`src/rtl/vend_controller.sv`:
```
// Vending-machine sequencing controller: credits coins into a quarter-granular
// balance, accepts purchases, holds the dispense strobe, then pays change back.
module vend_controller #(
    parameter int PRICE0      = 75,
    parameter int PRICE1      = 100,
    parameter int PRICE2      = 125,
    parameter int PRICE3      = 150,
    parameter int MAX_BALANCE = 250,
    parameter int VEND_CYCLES = 8,
    parameter int CHANGE_GAP  = 4
) (
    input  logic       clk,
    input  logic       rst_n,
    input  logic       coin_q,
    input  logic       coin_d,
    input  logic       sel_valid,
    input  logic [1:0] sel_id,
    input  logic       cancel,
    output logic [7:0] balance,
    output logic       busy,
    output logic       sel_ack,
    output logic       insufficient,
    output logic       vend,
    output logic [1:0] vend_id,
    output logic       coin_reject,
    output logic       change_q
);

    localparam int         CW   = $clog2(VEND_CYCLES + CHANGE_GAP + 1);
    localparam logic [8:0] MAX9 = 9'(MAX_BALANCE);

    typedef enum logic [1:0] {
        IDLE   = 2'd0,
        VEND   = 2'd1,
        CHANGE = 2'd2
    } state_t;

    state_t        state;
    logic [CW-1:0] cnt;

    logic [7:0] price;
    logic       q_ok;
    logic       d_ok;
    logic [8:0] bal_q;
    logic [8:0] bal_qd;
    logic       coin_any;
    logic       coin_refused;

    always_comb begin
        price = 8'(PRICE0);
        case (sel_id)
            2'd0:    price = 8'(PRICE0);
            2'd1:    price = 8'(PRICE1);
            2'd2:    price = 8'(PRICE2);
            default: price = 8'(PRICE3);
        endcase
    end

    // Quarter is judged first; the dollar sees the balance after the quarter.
    always_comb begin
        q_ok         = coin_q && (({1'b0, balance} + 9'd25) <= MAX9);
        bal_q        = {1'b0, balance} + (q_ok ? 9'd25 : 9'd0);
        d_ok         = coin_d && ((bal_q + 9'd100) <= MAX9);
        bal_qd       = bal_q + (d_ok ? 9'd100 : 9'd0);
        coin_any     = coin_q | coin_d;
        coin_refused = (coin_q && !q_ok) || (coin_d && !d_ok);
    end

    always_ff @(posedge clk or negedge rst_n) begin
        if (!rst_n) begin
            state        <= IDLE;
            cnt          <= '0;
            balance      <= 8'd0;
            busy         <= 1'b0;
            sel_ack      <= 1'b0;
            insufficient <= 1'b0;
            vend         <= 1'b0;
            vend_id      <= 2'd0;
            coin_reject  <= 1'b0;
            change_q     <= 1'b0;
        end else begin
            sel_ack      <= 1'b0;
            insufficient <= 1'b0;
            coin_reject  <= 1'b0;
            change_q     <= 1'b0;
            case (state)
                IDLE: begin
                    if (cancel && balance != 8'd0) begin
                        state       <= CHANGE;
                        busy        <= 1'b1;
                        cnt         <= '0;
                        coin_reject <= coin_any;
                    end else if (sel_valid && balance >= price) begin
                        sel_ack     <= 1'b1;
                        balance     <= balance - price;
                        vend_id     <= sel_id;
                        state       <= VEND;
                        busy        <= 1'b1;
                        cnt         <= '0;
                        coin_reject <= coin_any;
                    end else begin
                        insufficient <= sel_valid;
                        balance      <= bal_qd[7:0];
                        coin_reject  <= coin_refused;
                    end
                end
                // First VEND cycle carries sel_ack; the strobe follows for VEND_CYCLES.
                VEND: begin
                    coin_reject <= coin_any;
                    if (cnt == CW'(VEND_CYCLES)) begin
                        vend <= 1'b0;
                        cnt  <= '0;
                        if (balance != 8'd0) begin
                            state <= CHANGE;
                        end else begin
                            state <= IDLE;
                            busy  <= 1'b0;
                        end
                    end else begin
                        vend <= 1'b1;
                        cnt  <= cnt + CW'(1);
                    end
                end
                CHANGE: begin
                    coin_reject <= coin_any;
                    if (balance == 8'd0) begin
                        state <= IDLE;
                        busy  <= 1'b0;
                    end else if (cnt == CW'(CHANGE_GAP - 1)) begin
                        change_q <= 1'b1;
                        balance  <= balance - 8'd25;
                        cnt      <= '0;
                    end else begin
                        cnt <= cnt + CW'(1);
                    end
                end
                default: begin
                    state <= IDLE;
                    busy  <= 1'b0;
                end
            endcase
        end
    end

endmodule

```
`config.mk`:
```
export PLATFORM = sky130hd
export DESIGN_NAME = vend_controller
export DESIGN_NICKNAME = d
export VERILOG_FILES = /design/src/rtl/vend_controller.sv
export SDC_FILE = /design/constraint.sdc
export NUM_CORES = 1
export LEC_CHECK = 0
export CAP_MARGIN = 20
export CELL_PAD_IN_SITES_DETAIL_PLACEMENT = 1
export CELL_PAD_IN_SITES_GLOBAL_PLACEMENT = 2
export CORE_ASPECT_RATIO = 0.5
export CORE_UTILIZATION = 36
export CTS_BUF_LIST = sky130_fd_sc_hd__clkbuf_4
export DETAILED_ROUTE_END_ITERATION = 8
export MAX_ROUTING_LAYER = met4
export PLACE_DENSITY = 0.8
export RECOVER_POWER = 25
export SYNTH_ARGS = -nofsm -noshare
export SYNTH_HDL_FRONTEND = slang
export SYNTH_SLANG_ARGS = --single-unit
```
`constraint.sdc`:
```
create_clock -name clk -period 5.51 [get_ports clk]
set_input_delay 1.102 -clock clk [delete_from_list [all_inputs] [get_ports clk]]
set_output_delay 1.102 -clock clk [all_outputs]
set_load 0.05 [all_outputs]
```
drive_strength.png
Bar = 20 um.
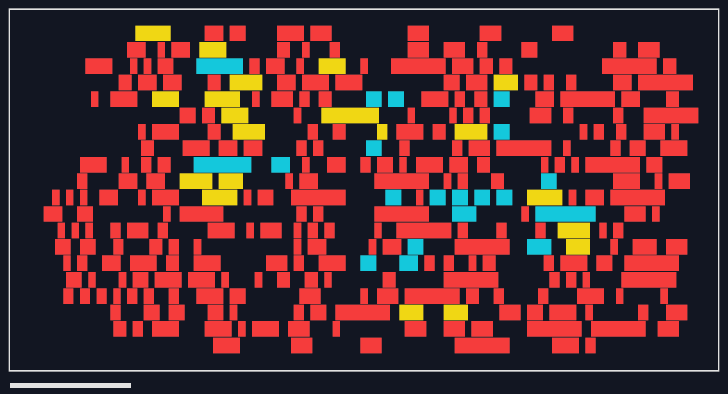
size	colour	cells	share	most used
drive 2	yellow	20	6.5%	a221oi_2
drive 1 or less	red	269	87%	ha_1
drive 3 to 4	cyan	20	6.5%	buf_4
count of non-CTS buffers in the layout: 35
Post-Layout Inst Area: 2850 um2
growth of design area from synthesis to finish: 19.4%

clock_map.png
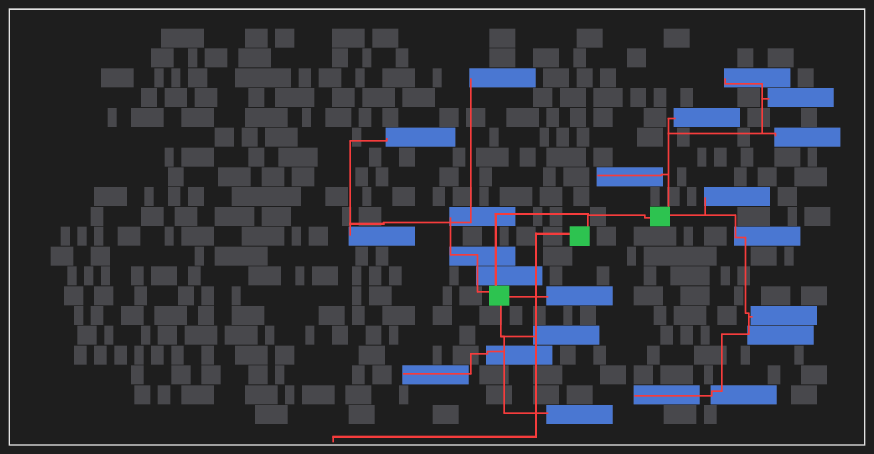
[cells driving clock nets] green | count: 3
[flip-flops] blue | count: 22
[clock wires] red | length: 328 um
routed clock nets	4
worst-case clock skew: 0.00802 ns

metrics by stage:
stage | instances | setup slack (ns) | area, um2
floorplan | 280 | 0.324 | 2390
global placement | 390 | 0.429 | 2740
detailed placement | 390 | 0.106 | 2740
CTS | 393 | 0.0751 | 2760
global route | 397 | 0.00258 | 2850
finish | 397 | 0.355 | 2850
sequential cells by signal, indices dropped and copies added, names as in the netlist:
register	cells
balance	8
cnt	4
state	2
vend_id	2
busy	1
change_q	1
coin_reject	1
insufficient	1
sel_ack	1
vend	1
layout make-up:
type	instances	area (um2)	share of cell area, %
well taps	88	110	3.86
flip-flops and latches	22	552	19.3
multi-input cells	232	1790	62.8
clock buffers	3	22.5	0.789
inverters	17	63.8	2.24
repair buffers	35	314	11.0
==> results.json <==
{
  "outcome": "finished clean",
  "cts.clk_slew.worst_paths_ns": 0.12,
  "met1Wirelength_mm": 3.91,
  "tns_ns": 0,
  "tritoncts_clock_tree": "done",
  "finalHoldViolCount": 0,
  "reg2regPathDepth": 21,
  "worst_hold_path_type": "reg -> reg",
  "groute.layer.met1.usage_pct": 34.2,
  "r2r-start": "balance[1]$_DFFE_PN0P_",
  "min_from": "busy$_DFFE_PN0P_",
  "ys_async_sr_fraction_pct": 100,
  "number_of_pins_with_negative_max_slew_slack_in_the_final_report": 0,
  "grt_start_max_net_pins": 23,
  "timing.hold.worst_endpoint": "busy$_DFFE_PN0P_",
  "timing_worst_slew_pin_value_ns": 0.743,
  "cp_common_cell": "sky130_fd_sc_hd__ha_1",
  "routed-wl-met2_mm": 3.11,
  "critical_path_cell_count": 21,
  "ys_sh_simple_pct": 20.3,
  "per_cell_routed_wire_length_um": 18.3,
  "synthesis.area_per_instance_um2": 8.54,
  "routed-via-count": 2282,
  "required_ns": 5.73,
  "die_h_um": 59.6,
  "dieWidth_um": 117,
  "fp_util_pct": 38.4,
  "critical_path.top_delay_family": "AND-OR/OR-AND gates",
  "post_cts_resize_count": 0,
  "detailedPlacementHpwl_mm": 5.67,
  "drive_gt1_share_pct": 12.9,
  "insertedDiodeCount": 0,
  "tool_warnings": 35
}
